--- src/rtl/fifo_rd_stream.sv ---
// Read-side consumer after the async FIFO: issues rd_en, captures 1-cycle-latency read
// data into a 2-entry buffer and presents it as a framed valid/ready stream.
module fifo_rd_stream #(
  parameter int width   = 16,
  parameter int PKT_LEN = 8,
  parameter int CNT_W   = 16
) (
  input  logic             clk_r,
  input  logic             reset,
  input  logic [width-1:0] fifo_data,
  input  logic             fifo_empty,
  output logic             rd_en,
  output logic [width-1:0] m_data,
  output logic             m_valid,
  input  logic             m_ready,
  output logic             m_last,
  output logic [CNT_W-1:0] pkt_cnt
);

  localparam int BEAT_W = (PKT_LEN > 1) ? $clog2(PKT_LEN) : 1;
  localparam logic [BEAT_W-1:0] LAST_BEAT = BEAT_W'(PKT_LEN - 1);

  logic [1:0]        occ_q, occ_d;
  logic              infl_q, infl_d;
  logic [BEAT_W-1:0] beat_q, beat_d;
  logic [CNT_W-1:0]  pkt_cnt_q, pkt_cnt_d;
  logic [width-1:0]  buf_q [2];
  logic [width-1:0]  buf_d [2];
  logic              head_q, head_d;
  logic              tail_q, tail_d;

  logic              pop;
  logic [2:0]        level;

  // A read is only issued if the word it returns next cycle is guaranteed a slot,
  // counting the word already in flight and any slot freed by this cycle's pop.
  always_comb begin
    pop   = (occ_q != 2'd0) & m_ready;
    level = {1'b0, occ_q} + {2'b00, infl_q} - {2'b00, pop};
    rd_en = reset & ~fifo_empty & (level < 3'd2);

    occ_d     = level[1:0];
    infl_d    = rd_en;
    buf_d     = buf_q;
    head_d    = head_q;
    tail_d    = tail_q;
    beat_d    = beat_q;
    pkt_cnt_d = pkt_cnt_q;

    if (infl_q) begin
      buf_d[tail_q] = fifo_data;
      tail_d        = ~tail_q;
    end

    if (pop) begin
      head_d = ~head_q;
      if (beat_q == LAST_BEAT) begin
        beat_d    = '0;
        pkt_cnt_d = pkt_cnt_q + 1'b1;
      end else begin
        beat_d = beat_q + 1'b1;
      end
    end
  end

  always_ff @(posedge clk_r) begin
    if (!reset) begin
      occ_q     <= 2'd0;
      infl_q    <= 1'b0;
      beat_q    <= '0;
      pkt_cnt_q <= '0;
      buf_q[0]  <= '0;
      buf_q[1]  <= '0;
      head_q    <= 1'b0;
      tail_q    <= 1'b0;
    end else begin
      occ_q     <= occ_d;
      infl_q    <= infl_d;
      beat_q    <= beat_d;
      pkt_cnt_q <= pkt_cnt_d;
      buf_q     <= buf_d;
      head_q    <= head_d;
      tail_q    <= tail_d;
    end
  end

  assign m_valid = (occ_q != 2'd0);
  assign m_data  = buf_q[head_q];
  assign m_last  = m_valid & (beat_q == LAST_BEAT);
  assign pkt_cnt = pkt_cnt_q;

endmodule

--- config.mk ---
export PLATFORM = sky130hd
export DESIGN_NAME = fifo_rd_stream
export DESIGN_NICKNAME = d
export VERILOG_FILES = /design/src/rtl/fifo_rd_stream.sv
export SDC_FILE = /design/constraint.sdc
export NUM_CORES = 1
export LEC_CHECK = 0
export CORE_MARGIN = 1.5
export CORE_UTILIZATION = 45
export CTS_BUF_LIST = sky130_fd_sc_hd__clkbuf_8 sky130_fd_sc_hd__clkbuf_16
export CTS_CLUSTER_DIAMETER = 40
export DETAILED_ROUTE_END_ITERATION = 8
export HOLD_SLACK_MARGIN = 0.03
export PLACE_DENSITY = 0.76
export REMOVE_ABC_BUFFERS = 1
export SYNTH_ARGS = -nofsm -noshare
export SYNTH_HDL_FRONTEND = slang
export SYNTH_SLANG_ARGS = --single-unit
--- constraint.sdc ---
create_clock -name clk_r -period 2.77 [get_ports clk_r]
set_input_delay 0.277 -clock clk_r [delete_from_list [all_inputs] [get_ports clk_r]]
set_output_delay 0.277 -clock clk_r [all_outputs]
set_load 0.02 [all_outputs]
Fig. 1: zoomed window
Window x 25 to 50, y 10 to 35 microns. Cells in grey, sequential cells in the stronger grey; small squares are vias.
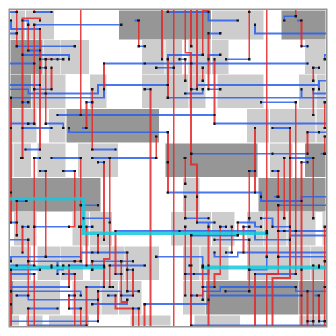
cyan -> metal 3
red -> metal 2
blue -> metal 1
cells with their middle in the window = 53
most frequent = nand2_1 (8), a21oi_1 (6), dfxtp_1 (6)
netlist names of flops here include = pkt_cnt (5), buf_q (1)
sequential cells in the window = 6

==> git commit body <==
Refresh implementation metrics

* Latency at later pin: 0.31 ns
- Pin count of the biggest net entering global routing: 55
- The arrival time of data at the worst endpoint is listed as 2.32 ns.
- In this run the vertical extent of the chip is between 70 and 80 microns.
- Mapped Cells: between 200 and 300
* # rows: 26
- For the worst reg-to-reg path, the endpoint reported by OpenROAD is pkt_cnt[12].
* RSZ-0062 raised after global routing: no
- From synthesis to final layout, the design area changed by 30.3%.
- Final Net Count: 364
* Worst-Margin Slew: ~0.77 ns
- The post-synth count of flops with an enable pin is 0.
* Class of the most critical hold timing path: reg -> reg
* Max-area cell share: a little under half
* Net switching fraction of the power: approximately a third
* GR Layer Usage met2: approximately 32%
- Per STA, the worst path accumulates the most delay in the family adder cells.
- Post-synth cell types: 29
- After detailed routing, the met3 layer carries around 210 microns of wire.
* Number of sinks on the clock net: 56
- By instance count after routing, the leading logic cell type is nand2_1.
- The portion of synthesized area spent on multiplexers is 8.01%.
- NetSw: 0.000689 W
- Most numerous logic cells after layout: 73 x nand2_1, 56 x dfxtp_1, 53 x clkdlybuf4s50_1
- For this run, the script counts the antenna cells in the layout as 0.
- P_comb: 0.000700 W
- The worst hold path begins at buf_q[8].
* Number of violations of the max-capacitance limit: 0
- The routed design uses 2.56 mm of met2 wire.
- The global routing report lists met1 layer usage as 24.3%.
- Worst setup slack before clock tree synthesis: -0.350 ns
- After detailed routing, the total wire length is 5.16 mm.
- Tally of nets with antenna violations remaining after routing: 0
- Per the slew report, the remaining headroom to the max-slew limit stands at about half.
- The worst VDD IR drop from the latest analysis is 0.525 mV.
* Non-clock buffer area fraction after layout: 19.2%
- Buffering stage count on the worst path with inverters included: 4
* Core Util, Final: 60.6%
* Worst hold slack: 0.458 ns
* Final critical-path share of the clock period: a little over nine tenths
- Per the layout area report, the combinational gate area comes to 0.00117 sq mm.
- First-pass detailed-route iteration total: 4
- After layout, the design draws a total of 0.00210 W.
- Top sig layer: met4
- Total grt overflow: 0
- Power attributed to sequential cells: 0.000957 W
- Iteration-0 DRC Markers: about 110
- The tool warning count for the run is 25.
- On the final layout, the worst clock skew is 0.00524 ns.
* Wire length of the first global-routing pass: 8.25 mm
- For reference, the critical path is launched at m_ready.
- Worst Hold Depth: 2
- STA classifies the critical path startpoint as an input pin.
* Reg-to-Reg Start: beat_q[0]
* Biggest register: buf_q
* Tap cell instance count: 70
- The filler cells instantiated in the layout total 478.
- With fillers left out, the area of the finished cells amounts to between 0.003 and 0.004 sq mm.
* TritonCTS clock tree: built
- Via-to-Cell Ratio: 5.07
- The cell sitting at the root of the clock tree is a clkbuf_8.
* Count of clock-net buffers in the final layout: 5
- Post-route setup TNS: 0 ns
- Dominant cells by area after synthesis: dfxtp_1 47%, nand2_1 12%, a21oi_1 9.3%
* Floorplan die area: 0.00572 sq mm
- Adder-cell area share of the yosys netlist: under 10%
* DP Wirelength: 3.48 mm
- Clock Power Share: 21.0%
- Number of buffers added on ports: 54
- Total routed wire length on the met1 layer: 2.35 mm
- The layout report lists the combined flip-flop and latch area as 0.00112 sq mm.
- Critical-path top delay cell: fa_1
- The layout summary lists the proportion of cells stronger than drive strength 1 as a little over a tenth.
* Max Buffers Root-to-Sink: 2
- For this design, Yosys synthesis ends with a cell count of 284.
- The biggest slice of the area belongs to combinational gates.
- Sequential fraction of the synthesis area: 47.2%
- Power group with the highest consumption: sequential cells
- The timing report lists the critical path depth as 9 cells.
* Routability-driven placement congestion ratio: 0.741
- Cell with the most instances after synthesis: nand2_1
- The clock tree synthesis step divided the H-tree into 2 levels.
- Across every metal layer, demand over resource in global routing totals 19.1%.
* # DRC: 0
- Measured along the x axis, the die boundary spans approximately 76 microns.
* Internal: 0.00141 W
- Static leakage power: approximately 1.1 nW
- The critical path in the final layout is reported with a setup slack of 0.170 ns.
- Per the timing report, the achievable frequency comes out to around 380 MHz.
* Number of top-level design ports: 55
- The endpoint of the worst hold path is reported as buf_q[8].
- Critical path, cell by cell: clkdlybuf4s50_1 -> o21ai_1 -> inv_1 -> ha_1 -> inv_1 -> ha_1 -> fa_1 -> nor4_2 -> buf_2
- Sequential cells burn between 40 and 50% of the power.
* GR peak layer: met2
- Per the timing report, the biggest fanout along the worst path comes to 2.
* Share of synthesized cell area in and, or, nand and nor gates: 21.7%
- Once placement finished, the instance area stood at between 0.003 and 0.004 sq mm.
* Initial standard-cell utilization of the core: 46.5%
* Nature of the critical path endpoint: output pin
* Post-cts hold buffer count: 0
* Logic gate fraction of the total cell area: 37.8%
* Share of flip-flops with an asynchronous set or reset after synthesis: 0%
- The number of antenna violations at the first check in global routing was 0.
- Counting the warning lines in the Yosys log gives 0.
- Non-CTS inverters: 9
* Outcome: finished, final reports clean
- The global routing report lists met3 layer usage as between 3 and 4%.
- Subtracting the final worst setup slack from the clock period gives 2.60 ns.
* Flip-flop count of the largest register after layout: 32
- Total standard cell area after synthesis: 0.00237 sq mm
* Power per cell area: just under 700 mW/mm^2
* Post-synthesis sequential element count: 56
Fig. 2: sequential cells coloured by netlist name
(4 px per micron) Other sequential cells in the stronger grey, the rest of the logic in the fainter grey.
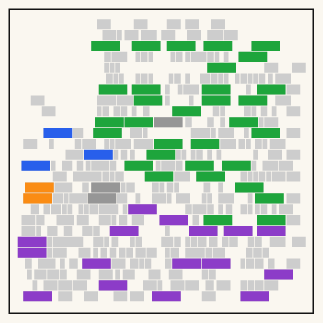
orange -> occ_q  # flops 2
green -> buf_q  # flops 32
purple -> pkt_cnt  # flops 16
blue -> beat_q  # flops 3

No activity file was given, so power comes from the tool's default toggle rates.
